[src/rtl/alu_pkg.sv]
// Shared definitions for the ALU command sequencer: FSM encodings, the ALU
// opcodes the sequencer issues on its own, and the queued command record.
package alu_pkg;

    localparam logic [1:0] IDLE    = 2'd0;
    localparam logic [1:0] ISSUE   = 2'd1;
    localparam logic [1:0] CAPTURE = 2'd2;
    localparam logic [1:0] RESULT  = 2'd3;

    typedef logic [1:0] seqState_t;

    localparam logic [2:0] OP_ARITH_BASE = 3'b101;
    localparam logic [2:0] OP_IDLE       = 3'b000;

    localparam int CMD_WIDTH = 20;

    typedef struct packed {
        logic        load;
        logic [2:0]  opcode;
        logic [15:0] operand;
    } aluCmd_t;

    function automatic logic isZero(input logic [15:0] value);
        return (value == 16'd0);
    endfunction

endpackage

[src/rtl/alu_cmd_fifo.sv]
// Command FIFO in front of the sequencer FSM; pointers carry one extra wrap
// bit so full and empty are distinguishable without a separate counter.
module alu_cmd_fifo
    import alu_pkg::*;
#(
    parameter int DEPTH = 4
) (
    input  logic    iClock,
    input  logic    iResetn,
    input  logic    iPush,
    input  aluCmd_t iPushData,
    input  logic    iPop,
    output aluCmd_t oHead,
    output logic    oEmpty,
    output logic    oFull
);

    localparam int AW = $clog2(DEPTH);
    localparam int PW = AW + 1;
    localparam logic [PW-1:0] DEPTH_P = PW'(DEPTH);

    logic [PW-1:0] wrPtr;
    logic [PW-1:0] rdPtr;
    logic [PW-1:0] count;
    aluCmd_t       mem [DEPTH];
    logic          doPush;
    logic          doPop;

    assign count  = wrPtr - rdPtr;
    assign oEmpty = (wrPtr == rdPtr);
    assign oFull  = (count == DEPTH_P);
    assign doPush = iPush && !oFull;
    assign doPop  = iPop && !oEmpty;
    assign oHead  = mem[rdPtr[AW-1:0]];

    always_ff @(posedge iClock or negedge iResetn) begin
        if (!iResetn) begin
            wrPtr <= '0;
            rdPtr <= '0;
            for (int i = 0; i < DEPTH; i++) begin
                mem[i] <= '0;
            end
        end else begin
            if (doPush) begin
                mem[wrPtr[AW-1:0]] <= iPushData;
                wrPtr              <= wrPtr + PW'(1);
            end
            if (doPop) begin
                rdPtr <= rdPtr + PW'(1);
            end
        end
    end

endmodule

[src/rtl/alu_sequencer.sv]
// Sequences queued commands through the external 16-bit ALU, keeping a running
// accumulator that feeds back as operand A and returning each result in order.
module alu_sequencer
    import alu_pkg::*;
#(
    parameter int DEPTH = 4
) (
    input  logic        iClock,
    input  logic        iResetn,
    input  logic        iCmdValid,
    output logic        oCmdReady,
    input  logic        iCmdLoad,
    input  logic [2:0]  iCmdOpcode,
    input  logic [15:0] iCmdOperand,
    output logic [15:0] oAluA,
    output logic [15:0] oAluB,
    output logic [2:0]  oAluOpcode,
    input  logic [15:0] iAluAccumulator,
    input  logic        iAluCarry,
    input  logic        iAluZero,
    output logic        oResValid,
    input  logic        iResReady,
    output logic [15:0] oResData,
    output logic        oResCarry,
    output logic        oResZero,
    output logic        oBusy
);

    seqState_t   rState;
    logic [15:0] rAcc;
    logic [2:0]  rOpcode;
    logic [15:0] rOperand;
    logic [15:0] rResData;
    logic        rResCarry;
    logic        rResZero;

    aluCmd_t     pushCmd;
    aluCmd_t     headCmd;
    logic        fifoEmpty;
    logic        fifoFull;
    logic        fifoPush;
    logic        fifoPop;

    assign pushCmd  = '{load: iCmdLoad, opcode: iCmdOpcode, operand: iCmdOperand};
    assign oCmdReady = !fifoFull;
    assign fifoPush  = iCmdValid && oCmdReady;
    assign fifoPop   = (rState == IDLE) && !fifoEmpty;

    alu_cmd_fifo #(
        .DEPTH(DEPTH)
    ) uCmdFifo (
        .iClock   (iClock),
        .iResetn  (iResetn),
        .iPush    (fifoPush),
        .iPushData(pushCmd),
        .iPop     (fifoPop),
        .oHead    (headCmd),
        .oEmpty   (fifoEmpty),
        .oFull    (fifoFull)
    );

    // Outside ISSUE/CAPTURE the ALU sees the logic opcode, which clears its carry flop.
    always_comb begin
        oAluB      = '0;
        oAluOpcode = OP_IDLE;
        if ((rState == ISSUE) || (rState == CAPTURE)) begin
            oAluB      = rOperand;
            oAluOpcode = rOpcode;
        end
    end

    assign oAluA     = rAcc;
    assign oResValid = (rState == RESULT);
    assign oResData  = rResData;
    assign oResCarry = rResCarry;
    assign oResZero  = rResZero;
    assign oBusy     = (rState != IDLE) || !fifoEmpty;

    // Flags are registered inside the ALU, so results are sampled one cycle after ISSUE.
    always_ff @(posedge iClock or negedge iResetn) begin
        if (!iResetn) begin
            rState    <= IDLE;
            rAcc      <= '0;
            rOpcode   <= OP_IDLE;
            rOperand  <= '0;
            rResData  <= '0;
            rResCarry <= 1'b0;
            rResZero  <= 1'b0;
        end else begin
            case (rState)
                IDLE: begin
                    if (!fifoEmpty) begin
                        if (headCmd.load) begin
                            rAcc      <= headCmd.operand;
                            rResData  <= headCmd.operand;
                            rResCarry <= 1'b0;
                            rResZero  <= isZero(headCmd.operand);
                            rState    <= RESULT;
                        end else begin
                            rOpcode  <= headCmd.opcode;
                            rOperand <= headCmd.operand;
                            rState   <= ISSUE;
                        end
                    end
                end
                ISSUE: begin
                    rState <= CAPTURE;
                end
                CAPTURE: begin
                    rAcc      <= iAluAccumulator;
                    rResData  <= iAluAccumulator;
                    rResCarry <= iAluCarry;
                    rResZero  <= iAluZero;
                    rState    <= RESULT;
                end
                RESULT: begin
                    if (iResReady) begin
                        rState <= IDLE;
                    end
                end
                default: begin
                    rState <= IDLE;
                end
            endcase
        end
    end

endmodule

[config.mk]
export PLATFORM = sky130hd
export DESIGN_NAME = alu_sequencer
export DESIGN_NICKNAME = d
export VERILOG_FILES = /design/src/rtl/alu_pkg.sv /design/src/rtl/alu_cmd_fifo.sv /design/src/rtl/alu_sequencer.sv
export SDC_FILE = /design/constraint.sdc
export NUM_CORES = 1
export LEC_CHECK = 0
export CORE_ASPECT_RATIO = 1.2
export CORE_MARGIN = 2
export CORE_UTILIZATION = 30
export DETAILED_ROUTE_END_ITERATION = 7
export SYNTH_ARGS = -nofsm -noshare
export SYNTH_HDL_FRONTEND = slang
export SYNTH_HIERARCHICAL = 1
export SYNTH_SLANG_ARGS = --single-unit
[constraint.sdc]
create_clock -name iClock -period 5.8 [get_ports iClock]
set_input_delay 1.16 -clock iClock [delete_from_list [all_inputs] [get_ports iClock]]
set_output_delay 1.16 -clock iClock [all_outputs]
set_load 0.05 [all_outputs]
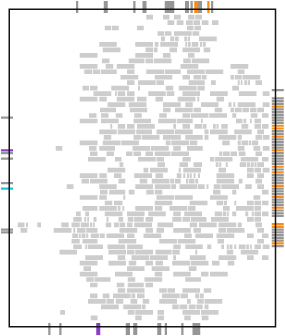
*I/O pins on the die edge, run 1*
Pins as bars across the die edge, other pins in grey.
port	colour	pins	direction	edge
`oAluA`	orange	16	output	13 east, 3 north
`iCmdOpcode`	purple	3	input	2 south, 1 west
`iCmdLoad`	cyan	1	input	west
all pins by edge	54 east, 20 north, 16 south, 8 west
Die Span Y: 157 µm
Die X: 132 µm
Port Buffers: 97

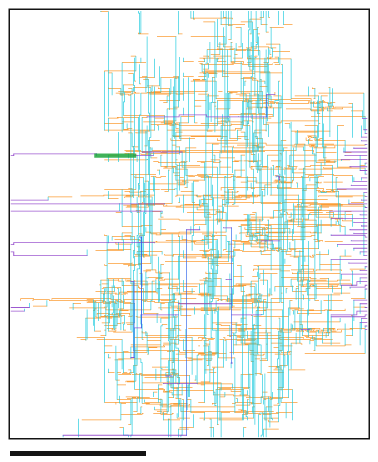
*Routed metal, one colour a layer, run 1*
Scale bar: 50 µm.
layer	colour	wire length
metal 2	cyan	6,570 µm
metal 1	orange	5,880 µm
metal 3	purple	720 µm
metal 4	blue	195 µm
metal 5	green	13.8 µm
wire per inst: 17.3 µm
Tot GR Track Use: 13.7%
via count: 3,534
final WL: 13.4 mm

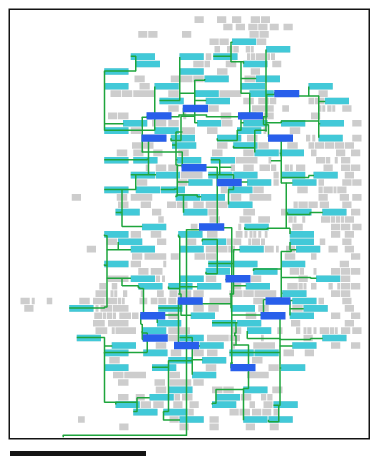
*Clock network drawn from the DEF, run 1*
Scale bar: 50 µm.
[flip-flops] cyan | count: 125
[clock wires] green | length: 1,620 µm
[clock drivers] blue | count: 17
routed clock nets	18
Worst Skew: 15.9 ps
clk ins delay skew pair: 400 ps

==> impl_metrics.env, run 1 <==
# physical design summary
export IMPL_status="complete, no violations"
export IMPL_synthTopCellsByArea="dfrtp_1 (53%), mux2_2 (16%), mux4_2 (7.7%)"
export IMPL_grt_max_degree=67
export IMPL_cts_inserted_buffers=17
export IMPL_layout_drive_gt1_share_pct=27.3
export IMPL_inverters=9
export IMPL_gp_congestion=0.746
export IMPL_grt_pass1_vias=3926
export IMPL_overflow=0
export IMPL_synth_nets=467
export IMPL_crit_slowest_cell="clkdlybuf4s50_1"
export IMPL_seq_area_share_pct=41.8
export IMPL_yosysChipArea_um2=5870
export IMPL_layout_top_cell="dfrtp_1"
export IMPL_cp_end_kind="output pin"
export IMPL_setup_ws_ps=1950
export IMPL_well_tap_count=261
export IMPL_antenna_left=0
export IMPL_hold_viol=0
export IMPL_largest_register_ffs=80
export IMPL_synth_most_common_cell="dfrtp_1"
export IMPL_cpLargestDelayFamily="buffers and inverters"
export IMPL_nets=552
export IMPL_dp_hpwl_mm=9.03
export IMPL_comb_share_pct=32.9
export IMPL_synth_async_sr_flop_share_pct=100
export IMPL_cts_tree="built"
export IMPL_initialDrtViolationCount=116
export IMPL_worstPathCellList="inv_1, ha_1, nor2b_1, xnor2_2, and3_2, inv_1, clkdlybuf4s50_1"
export IMPL_cts_sinks=125
export IMPL_largest_class="sequential cells"
export IMPL_yosys_warnings=6
export IMPL_clk_pin_slew_ps=50
export IMPL_fin_cells=773
export IMPL_post_route_period_util_pct=66.4
export IMPL_min_path_type="flop to flop"
export IMPL_crit_path_max_fanout=6
export IMPL_warnings=31
export IMPL_top_register="uCmdFifo/mem"
export IMPL_bufAreaShareNonClock_pct=13.6
export IMPL_synth_cell_type_count=34
export IMPL_post_cts_resized=0
export IMPL_hold_slack_ps=478
export IMPL_num_clock_buffers=27
export IMPL_setup_tns_ps=0
export IMPL_clockBufferDepth=2
export IMPL_edf_count=0
export IMPL_comb_cells=243
export IMPL_dp_cells=742
export IMPL_fin_crit_ps=3850
export IMPL_n_sequential_cell=125
export IMPL_path_class="flop to output pin"
export IMPL_fill_cells=1823
export IMPL_crit_buf_inv=3
export IMPL_cts_root_buf="clkbuf_16"
export IMPL_cts_hold_buf=0
export IMPL_top_area_share_pct=53.3
export IMPL_synthToLayoutAreaGrowth_pct=27.5
export IMPL_signal_buffers=104
export IMPL_top_cells_by_count="dfrtp_1 (125), mux2_2 (81), nor2_1 (21), mux2_1 (20), mux4_2 (20)"
export IMPL_seq_area_um2=3130
export IMPL_drv_cap=0
export IMPL_final_clk_cell_share_pct=6.72
export IMPL_antenna_found_initial=3
export IMPL_slowest_delay_ps=690
export IMPL_final_area_um2=7480
export IMPL_grt_pass1_wl_mm=21.7
export IMPL_num_rows=56
export IMPL_start_kind="flop"
export IMPL_crit_required_ps=4640
export IMPL_logic_area_um2=2460
## run 1: final timing paths
kind	from	endpoint	slack [ps]	cells past startpoint
max	uCmdFifo/wrPtr[0]$_DFFE_PN0P_	oCmdReady	1950	7
min	rOperand[8]$_DFFE_PN0P_	rOperand[8]$_DFFE_PN0P_	480	1
max reg2reg	uCmdFifo/wrPtr[0]$_DFFE_PN0P_	uCmdFifo/mem[20]$_DFFE_PN0P_	2580	9
min reg2reg	rOperand[8]$_DFFE_PN0P_	rOperand[8]$_DFFE_PN0P_	480	1
max in group asynchronous	iResetn	uCmdFifo/mem[0]$_DFFE_PN0P_	3620	2
min in group asynchronous	iResetn	uCmdFifo/mem[76]$_DFFE_PN0P_	880	1
## run 1: cells by family (layout without fill, tap and decap cells)
logic type | Yosys count | after routing | share of synthesized area (%)
compound gates | 27 | 27 | 2.75
xor+xnor | 6 | 6 | 1.02
fa+ha+maj | 10 | 10 | 2.13
buf+inv | 47 | 142 | 5.48
flops | 125 | 125 | 53.3
mux | 137 | 137 | 29.8
other cells | 0 | 2 | 0
simple gates | 63 | 63 | 5.52
## run 1: metal layers
layer | vias to the layer above | track usage (%) | share of wire, %
li1 | 1630 | - | -
met1 | 1795 | 16.2 | 44
met2 | 92 | 23.1 | 49
met3 | 15 | 4.22 | 5.4
met4 | 2 | 5.75 | 1.5
met5 | - | 0 | 0.097
==> inputs of run 2 (changes only) <==
==> constraint.sdc (replaced) <==
create_clock -name iClock -period 3.4 [get_ports iClock]
set_input_delay 0.68 -clock iClock [delete_from_list [all_inputs] [get_ports iClock]]
set_output_delay 0.68 -clock iClock [all_outputs]
set_load 0.05 [all_outputs]
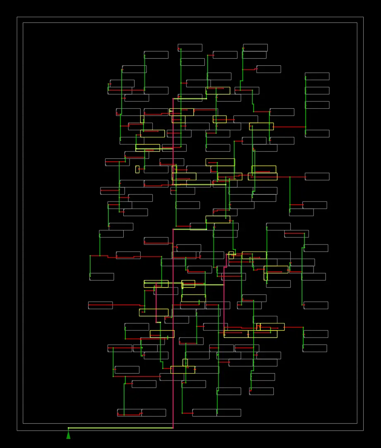
*Clock routing, run 2*
registers: 125
Worst Skew: 5.71 ps

==> impl_metrics.env, run 2 <==
# physical design summary
export IMPL_dp_hpwl_mm=9.45
export IMPL_post_route_period_util_pct=94.8
export IMPL_fin_crit_ps=3220
export IMPL_drv_slew=0
export IMPL_avgSynthCellArea_um2=14.1
export IMPL_die_y_um=157
export IMPL_htreeDepth=4
export IMPL_crit_path_max_fanout=10
export IMPL_antenna_found_initial=1
export IMPL_fin_cells=783
export IMPL_grt_pass1_vias=4021
export IMPL_min_path_type="input pin to async pin"
export IMPL_edf_count=0
export IMPL_crit_buf_inv=3
export IMPL_cpLargestDelayFamily="buffers and inverters"
export IMPL_rsz0062_at_grt="no"
export IMPL_setup_tns_ps=0
export IMPL_overflow=0
export IMPL_largest_area_cell="dfrtp_1"
export IMPL_cts_setup_buffers=0
export IMPL_wirelength_mm=13.5
export IMPL_gp_congestion=0.722
export IMPL_seq_area_um2=3130
export IMPL_drv_cap=0
export IMPL_yosysCellCount=415
export IMPL_clockBufferDepth=2
export IMPL_num_rows=56
export IMPL_dp_cells=751
export IMPL_cts_hold_buf=0
export IMPL_hold_viol=0
export IMPL_initial_utilization_pct=30.3
export IMPL_place_area_um2=7050
export IMPL_drc=0
export IMPL_ios=98
export IMPL_logic_area_um2=2440
export IMPL_final_area_um2=7670
export IMPL_layout_top_cell="dfrtp_1"
export IMPL_synth_async_sr_flop_share_pct=100
export IMPL_syn_area_um2=5870
export IMPL_largest_register_ffs=80
export IMPL_die_area_um2=20700
export IMPL_cts_inserted_buffers=17
export IMPL_setup_ws_ps=178
export IMPL_detail_route_wl_per_cell_um=17.3
export IMPL_track_usage_pct=13.8
export IMPL_synthToLayoutAreaGrowth_pct=30.6
export IMPL_max_slew_margin_pct=51.8
export IMPL_worstPathCellList="inv_1, ha_1, buf_4, and2_1, clkdlybuf4s50_1"
export IMPL_crit_required_ps=2720
export IMPL_antenna_left=0
export IMPL_fmaxAchievable_mhz=310
export IMPL_clk_latency_ps=410
export IMPL_cp_end_kind="output pin"
export IMPL_dp_worst_setup_slack_ps=528
export IMPL_grt_use_met2_pct=24.2
export IMPL_post_cts_resized=0
export IMPL_synth_most_common_cell="dfrtp_1"
export IMPL_hold_slack_ps=327
export IMPL_via_per_inst=4.60
export IMPL_synth_main_ff_cell="dfrtp_1"
export IMPL_start_kind="flop"
export IMPL_yosys_warnings=6
export IMPL_fill_cells=1835
export IMPL_coreArea_um2=19300
export IMPL_die_w_um=132
export IMPL_postSynthSeqShare_pct=53.3
export IMPL_crit_slowest_cell="clkdlybuf4s50_1"
export IMPL_top_area_share_pct=53.3
export IMPL_warnings=31
export IMPL_final_util_pct=39.6
export IMPL_initialDrtViolationCount=199
export IMPL_top_cells_by_count="dfrtp_1 (125), mux2_2 (81), nor2_1 (21), mux2_1 (20), mux4_2 (20)"
export IMPL_grt_pass1_wl_mm=22.0
export IMPL_clk_pin_slew_ps=50
export IMPL_grt_busiest_layer="met2"
export IMPL_nets=561
export IMPL_slowest_delay_ps=830
export IMPL_synthTopCellsByArea="dfrtp_1 (53%), mux2_2 (16%), mux4_2 (7.7%)"
export IMPL_path_class="flop to output pin"
export IMPL_final_cell_mix="dfrtp_1 (125), clkdlybuf4s50_1 (94), mux2_2 (81)"
export IMPL_layout_drive_gt1_share_pct=29.8
export IMPL_io_buffers=97
export IMPL_synthCells=415
export IMPL_ys_ff=125
export IMPL_cts_tree="built"
export IMPL_synth_cell_type_count=34
export IMPL_cts_sinks=125
export IMPL_top_register="uCmdFifo/mem"
export IMPL_vias=3605
export IMPL_synth_nets=467
export IMPL_status="complete, no violations"
export IMPL_use_met1_pct=16.1
export IMPL_grt_max_degree=62
export IMPL_cts_root_buf="clkbuf_16"
export IMPL_cp_data_arrival_time_ps=2540
export IMPL_tightest_slew_ps=724
export IMPL_firstDrtPassIters=4
export IMPL_finalSetupViolations=0
export IMPL_grt_util_met3_pct=3.90
export IMPL_yosysChipArea_um2=5870
==> run 2: cell type report <==
cell class | instances | share of cell area (%)
clock buffers | 24 | 6.28
clock inverters | 7 | 1.76
multi-input cells | 243 | 31.8
diodes | 1 | 0.0326
well taps | 261 | 4.26
flip-flops and latches | 125 | 40.8
repair buffers | 113 | 14.6
inverters | 9 | 0.441
==> run 2: worst reg2reg max path: cells and delay by family (launching register included) <==
family / cells / cell delay [ps]
AOI/OAI and AO/OA: 1 / 150
DFF: 1 / 590
muxes: 1 / 410
xor gates and xnor gates: 1 / 160
buffers and inverters: 2 / 450
and+or+nand+nor: 4 / 820
adders and majority gates: 1 / 190
==> run 2: worst paths after layout <==
kind	depth (start not counted)	slack (ps)	end	from
setup / recovery	5	180	oAluOpcode[2]	rState[0]$_DFFE_PN0P_
max in group asynchronous	3	2060	rOperand[1]$_DFFE_PN0P_	iResetn
hold reg to reg	1	480	rOperand[8]$_DFFE_PN0P_	rOperand[8]$_DFFE_PN0P_
hold / removal	1	330	uCmdFifo/mem[37]$_DFFE_PN0P_	iResetn
min in group iClock	1	480	rOperand[8]$_DFFE_PN0P_	rOperand[8]$_DFFE_PN0P_
setup reg to reg	10	530	uCmdFifo/mem[4]$_DFFE_PN0P_	uCmdFifo/rdPtr[1]$_DFFE_PN0P_
==> run 2: cell families after synthesis <==
kind of cell / count (synthesis) / share of synthesized area (%)
AND-OR/OR-AND: 27 / 2.75
XOR/XNOR: 6 / 1.02
flip-flops: 125 / 53.3
adder cells (fa/ha/maj): 10 / 2.13
AND/OR/NAND/NOR: 63 / 5.52
multiplexers: 137 / 29.8
buffers and inverters: 47 / 5.48
==> run 2: routing by layer <==
layer  wire length (µm)  up-vias
met4                154        0
met3                649       11
li1                   -     1660
met1               5860     1844
met2               6870       90
met5                  0        -
